Figure 1. Placement by cell class (run 1).
The bar under the picture is 50 um long.
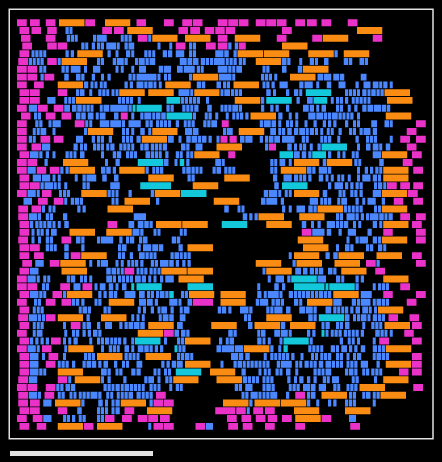
Figure 2. Supply network (run 1).
Pins as bars on the die edge. Tap cells in gray.
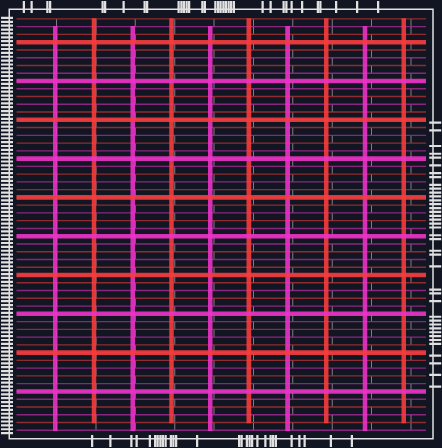
Figure 3. Routed clock nets over the placement (run 1).
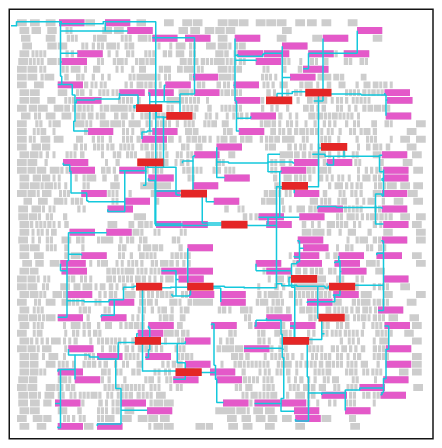
### config.mk
export PLATFORM = sky130hd
export DESIGN_NAME = perf_trace_monitor_flat
export DESIGN_NICKNAME = d
export VERILOG_FILES = /design/src/rtl/perf_trace_monitor_if.sv /design/src/rtl/perf_trace_monitor.sv /design/src/flat_wrapper.sv
export SDC_FILE = /design/constraint.sdc
export NUM_CORES = 1
export LEC_CHECK = 0
export ABC_AREA = 1
export CAP_MARGIN = 10
export CORE_AREA = 2 2 146 148
export DETAILED_ROUTE_END_ITERATION = 10
export DIE_AREA = 0 0 148 150
export GPL_ROUTABILITY_DRIVEN = 1
export PLACE_DENSITY = 0.75
export SYNTH_ARGS = -nofsm -noshare
export SYNTH_HDL_FRONTEND = slang
export SYNTH_SLANG_ARGS = --single-unit
### constraint.sdc
create_clock -name clk_i -period 4.4 [get_ports clk_i]
set_input_delay 1.1 -clock clk_i [delete_from_list [all_inputs] [get_ports clk_i]]
set_output_delay 1.1 -clock clk_i [all_outputs]
set_load 0.01 [all_outputs]
### src/rtl/perf_trace_monitor_if.sv
// Snoop/status bundle between the core side and the performance trace monitor.
// master drives the snooped core activity and watch setup; slave is the monitor.
interface perf_trace_monitor_if #(
    parameter int CNT_W  = 32,
    parameter int REG_AW = 5,
    parameter int DATA_W = 32
);
    logic              start_i;
    logic              clear_i;
    logic              retire_i;
    logic              stall_i;
    logic              flush_i;
    logic              wb_en_i;
    logic [REG_AW-1:0] wb_addr_i;
    logic [DATA_W-1:0] wb_data_i;
    logic [REG_AW-1:0] watch_addr_i;
    logic [DATA_W-1:0] watch_val_i;
    logic              running_o;
    logic              done_o;
    logic [CNT_W-1:0]  cycle_cnt_o;
    logic [CNT_W-1:0]  instr_cnt_o;
    logic [CNT_W-1:0]  stall_cnt_o;
    logic [CNT_W-1:0]  flush_cnt_o;

    modport master (
        output start_i, clear_i, retire_i, stall_i, flush_i,
        output wb_en_i, wb_addr_i, wb_data_i, watch_addr_i, watch_val_i,
        input  running_o, done_o, cycle_cnt_o, instr_cnt_o, stall_cnt_o, flush_cnt_o
    );

    modport slave (
        input  start_i, clear_i, retire_i, stall_i, flush_i,
        input  wb_en_i, wb_addr_i, wb_data_i, watch_addr_i, watch_val_i,
        output running_o, done_o, cycle_cnt_o, instr_cnt_o, stall_cnt_o, flush_cnt_o
    );
endinterface

### src/rtl/perf_trace_monitor.sv
// Pipeline performance monitor: counts cycles/retires/stalls/flushes while running
// and freezes everything once the register/value watch sees a matching writeback.
module perf_trace_monitor #(
    parameter int CNT_W  = 32,
    parameter int REG_AW = 5,
    parameter int DATA_W = 32,
    parameter bit SAT_EN = 1'b1
) (
    input logic                 clk_i,
    input logic                 rst_i,
    perf_trace_monitor_if.slave mon
);
    typedef enum logic [1:0] {
        IDLE = 2'd0,
        RUN  = 2'd1,
        DONE = 2'd2
    } state_t;

    state_t            state;
    logic              running;
    logic              done;
    logic [CNT_W-1:0]  cycle_cnt;
    logic [CNT_W-1:0]  instr_cnt;
    logic [CNT_W-1:0]  stall_cnt;
    logic [CNT_W-1:0]  flush_cnt;
    logic [REG_AW-1:0] wb_addr;
    logic [REG_AW-1:0] watch_addr;
    logic [DATA_W-1:0] wb_data;
    logic [DATA_W-1:0] watch_val;
    logic              hit;

    assign wb_addr    = mon.wb_addr_i;
    assign watch_addr = mon.watch_addr_i;
    assign wb_data    = mon.wb_data_i;
    assign watch_val  = mon.watch_val_i;

    // x0 is hardwired zero in the core, so a watch on it would never mean anything
    assign hit = (state == RUN) && mon.wb_en_i && (wb_addr == watch_addr) &&
                 (wb_addr != '0) && (wb_data == watch_val);

    function automatic logic [CNT_W-1:0] bump(input logic [CNT_W-1:0] cnt, input logic inc);
        logic [CNT_W-1:0] nxt;
        nxt = cnt;
        if (inc && !(SAT_EN && (cnt == '1))) begin
            nxt = cnt + CNT_W'(1'b1);
        end
        return nxt;
    endfunction

    always_ff @(posedge clk_i or posedge rst_i) begin
        if (rst_i) begin
            state     <= IDLE;
            running   <= 1'b0;
            done      <= 1'b0;
            cycle_cnt <= '0;
            instr_cnt <= '0;
            stall_cnt <= '0;
            flush_cnt <= '0;
        end else if (mon.clear_i) begin
            state     <= IDLE;
            running   <= 1'b0;
            done      <= 1'b0;
            cycle_cnt <= '0;
            instr_cnt <= '0;
            stall_cnt <= '0;
            flush_cnt <= '0;
        end else if (mon.start_i) begin
            state     <= RUN;
            running   <= 1'b1;
            done      <= 1'b0;
            cycle_cnt <= '0;
            instr_cnt <= '0;
            stall_cnt <= '0;
            flush_cnt <= '0;
        end else if (state == RUN) begin
            // the hit cycle itself is still counted before freezing
            cycle_cnt <= bump(cycle_cnt, 1'b1);
            instr_cnt <= bump(instr_cnt, mon.retire_i);
            stall_cnt <= bump(stall_cnt, mon.stall_i);
            flush_cnt <= bump(flush_cnt, mon.flush_i);
            if (hit) begin
                state   <= DONE;
                running <= 1'b0;
                done    <= 1'b1;
            end
        end
    end

    assign mon.running_o   = running;
    assign mon.done_o      = done;
    assign mon.cycle_cnt_o = cycle_cnt;
    assign mon.instr_cnt_o = instr_cnt;
    assign mon.stall_cnt_o = stall_cnt;
    assign mon.flush_cnt_o = flush_cnt;
endmodule

### src/flat_wrapper.sv
// flat-port wrapper written by rule: the top's interface ports become plain ports
module perf_trace_monitor_flat 
#(
    parameter int CNT_W  = 32,
    parameter int REG_AW = 5,
    parameter int DATA_W = 32,
    parameter bit SAT_EN = 1'b1
)
  (clk_i, rst_i, mon_start_i, mon_clear_i, mon_retire_i, mon_stall_i, mon_flush_i, mon_wb_en_i, mon_wb_addr_i, mon_wb_data_i, mon_watch_addr_i, mon_watch_val_i, mon_running_o, mon_done_o, mon_cycle_cnt_o, mon_instr_cnt_o, mon_stall_cnt_o, mon_flush_cnt_o);
  perf_trace_monitor_if #(.CNT_W(CNT_W), .REG_AW(REG_AW), .DATA_W(DATA_W)) mon_i ();
  input logic clk_i;
  input logic rst_i;
  input wire logic [$bits(mon_i.start_i)-1:0] mon_start_i;
  input wire logic [$bits(mon_i.clear_i)-1:0] mon_clear_i;
  input wire logic [$bits(mon_i.retire_i)-1:0] mon_retire_i;
  input wire logic [$bits(mon_i.stall_i)-1:0] mon_stall_i;
  input wire logic [$bits(mon_i.flush_i)-1:0] mon_flush_i;
  input wire logic [$bits(mon_i.wb_en_i)-1:0] mon_wb_en_i;
  input wire logic [$bits(mon_i.wb_addr_i)-1:0] mon_wb_addr_i;
  input wire logic [$bits(mon_i.wb_data_i)-1:0] mon_wb_data_i;
  input wire logic [$bits(mon_i.watch_addr_i)-1:0] mon_watch_addr_i;
  input wire logic [$bits(mon_i.watch_val_i)-1:0] mon_watch_val_i;
  output wire logic [$bits(mon_i.running_o)-1:0] mon_running_o;
  output wire logic [$bits(mon_i.done_o)-1:0] mon_done_o;
  output wire logic [$bits(mon_i.cycle_cnt_o)-1:0] mon_cycle_cnt_o;
  output wire logic [$bits(mon_i.instr_cnt_o)-1:0] mon_instr_cnt_o;
  output wire logic [$bits(mon_i.stall_cnt_o)-1:0] mon_stall_cnt_o;
  output wire logic [$bits(mon_i.flush_cnt_o)-1:0] mon_flush_cnt_o;
  assign mon_i.start_i = mon_start_i;
  assign mon_i.clear_i = mon_clear_i;
  assign mon_i.retire_i = mon_retire_i;
  assign mon_i.stall_i = mon_stall_i;
  assign mon_i.flush_i = mon_flush_i;
  assign mon_i.wb_en_i = mon_wb_en_i;
  assign mon_i.wb_addr_i = mon_wb_addr_i;
  assign mon_i.wb_data_i = mon_wb_data_i;
  assign mon_i.watch_addr_i = mon_watch_addr_i;
  assign mon_i.watch_val_i = mon_watch_val_i;
  assign mon_running_o = mon_i.running_o;
  assign mon_done_o = mon_i.done_o;
  assign mon_cycle_cnt_o = mon_i.cycle_cnt_o;
  assign mon_instr_cnt_o = mon_i.instr_cnt_o;
  assign mon_stall_cnt_o = mon_i.stall_cnt_o;
  assign mon_flush_cnt_o = mon_i.flush_cnt_o;
  perf_trace_monitor #(.CNT_W(CNT_W), .REG_AW(REG_AW), .DATA_W(DATA_W), .SAT_EN(SAT_EN)) u_core (.clk_i(clk_i), .rst_i(rst_i), .mon(mon_i));
endmodule
==> flow_metrics.env, run 1 <==
# source this file to load flow results
export IMPL_status="completed"
export IMPL_mappedNetlistNets=1580
export IMPL_worst_path_buf_inv=4
export IMPL_swShare_pct=23.41
export IMPL_hold_buffers=0
export IMPL_cp_end_kind="register"
export IMPL_drt_met1_wl_um=11870
export IMPL_first_iter_violations=648
export IMPL_dp_cells=1949
export IMPL_netlist_logic_family_top="simple AND/OR/NAND/NOR gates"
export IMPL_fin_crit_sh_pct=74.73
export IMPL_cts_tree="done"
export IMPL_area_leaders="dfrtp_1 34%, nand2_1 20%, nor2_1 11%"
export IMPL_synth_xor_area_share_pct=4.791
export IMPL_grt_use_met1_pct=32.75
export IMPL_globalplace_congestion=0.9176
export IMPL_cts_setup_buffers=0
export IMPL_grt_util_met3_pct=6.189
export IMPL_highest_layer="met4"
export IMPL_flop_cell="dfrtp_1"
export IMPL_drive_gt1_share_pct=5.161
export IMPL_p_total_mw=2.871
export IMPL_met2_wirelength_um=14030
export IMPL_clk_latency_ps=420
export IMPL_final_common_cell="nand2_1"
export IMPL_non_clock_inverter_count=140
export IMPL_dr_wl_met3_um=2152
export IMPL_period_needed_ps=3288
export IMPL_drt_wirelength_per_cell_um=14.44
export IMPL_grt_busiest_layer="met2"
export IMPL_dominant_cells="multi-input combinational cells"
export IMPL_crit_arrival_ps=3590
export IMPL_ys_cells=1494
export IMPL_drv_slew=0
export IMPL_initCoreUtil_pct=45.95
export IMPL_drt_wl_total_um=28580
export IMPL_synth_cell_types=40
export IMPL_crit_start="mon_clear_i"
export IMPL_dr_pass1_iters=5
export IMPL_antenna_cells=0
export IMPL_dp_hpwl_um=21160
export IMPL_warning_count=26
export IMPL_fa_ha_area_share_pct=0.5265
Notes on Figure 1 above:
Key: orange = flip-flops [cells 130]; cyan = clock drivers and dummy loads [cells 31]; magenta = other buffers and delay cells [cells 220]; blue = all other logic [cells 1,324]
Core Util, Final: 59.88%
Finished Cell Area: 0.01239 mm2

Notes on Figure 2 above:
Key: red = VDD; magenta = VSS
10 straps on met4. 10 straps on met5. 212 signal pins sit on the boundary.
die outline height: 150 um
Peak VDD IR: 216.3 uV

Notes on Figure 3 above:
Key: magenta = flip-flops [count 130]; cyan = clock wires [length 1,930 um]; red = cells driving clock nets [count 17]
Position of the flops: all over the die. There are 18 routed clock nets.

Figure 4. Congestion heat map (run 1).
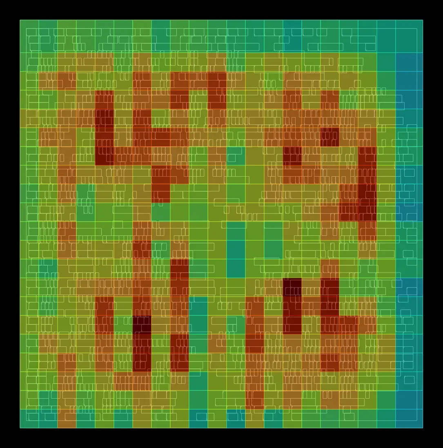

## Run 2: what changed since run 1
Clock period 4.4 ns to 2.92 ns, I/O delays scaled along.
Figure 5. Congestion heat map (run 2).
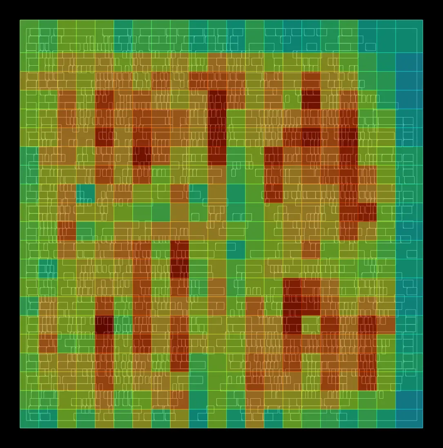
gr busiest metal: met2
GRT Overall Usage: 26.73%
M1 GR Usage: 33.23%

Figure 6. Placement by cell class (run 2).
The bar under the picture is 50 um long.
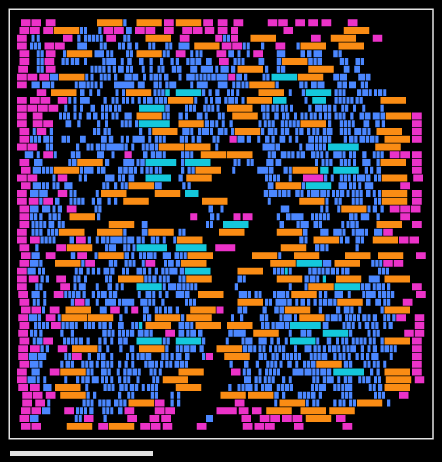
Key: blue = all other logic [cells 1,324]; magenta = other buffers and delay cells [cells 225]; orange = flip-flops [cells 130]; cyan = clock drivers and dummy loads [cells 32]
FP Rows: 53
Core Util, Final: 60.74%

==> run 2 against run 1 <==
Against the previous run:
- register-to-register slack lost 1100 ps
- via count about the same
- core utilization rose by 0.86 points
- worst hold slack worse by 23 ps
- sequential power rose by 51%
- area after synthesis stayed put
- critical path depth unchanged
- count of clock-buffer cells in the layout down 3
- combinational power is 54% higher
- clock skew is 2.0 ps lower
==> flow_metrics.env, run 2 <==
# source this file to load flow results
export IMPL_antenna_cells=0
export IMPL_min_from="u_core.state[0]$_DFFE_PP0P_"
export IMPL_final_common_cell="nand2_1"
export IMPL_crit_arrival_ps=2720
export IMPL_die_h_um=150
export IMPL_drt_met1_wl_um=12390
export IMPL_dp_hpwl_um=21610
export IMPL_netlist_logic_family_top="simple AND/OR/NAND/NOR gates"
export IMPL_final_cell_area_mm2=0.01257
export IMPL_non_clock_inverter_count=140
export IMPL_grt_util_met3_pct=6.067
export IMPL_synth_xor_area_share_pct=4.791
export IMPL_hold_buffers=0
export IMPL_dominant_cells="multi-input combinational cells"
export IMPL_drt_wirelength_per_cell_um=14.64
export IMPL_routed_via_density=5.169
export IMPL_dr_pass1_iters=5
export IMPL_clk_latency_ps=430
export IMPL_initCoreUtil_pct=45.95
export IMPL_dp_cells=1954
export IMPL_cp_end_kind="register"
export IMPL_ys_cells=1494
export IMPL_p_total_mw=4.805
export IMPL_fa_ha_area_share_pct=0.5265
export IMPL_status="completed"
export IMPL_crit_start="u_core.mon.instr_cnt_o[0]$_DFFE_PP0P_"
export IMPL_worst_path_buf_inv=0
export IMPL_period_needed_ps=2363
export IMPL_internal_power_mw=3.738
export IMPL_highest_layer="met4"
export IMPL_fin_crit_sh_pct=80.91
export IMPL_synth_cell_types=40
export IMPL_dr_wl_met3_um=2122
export IMPL_globalplace_congestion=0.9206
export IMPL_cts_tree="done"
export IMPL_met2_wirelength_um=13880
export IMPL_cts_setup_buffers=0
export IMPL_ir_drop_uv=345.3
export IMPL_swShare_pct=22.21
export IMPL_slew_headroom_pct=39.27
export IMPL_drv_slew=0
export IMPL_drt_wl_total_um=29080
Power and IR drop assume default switching activity.
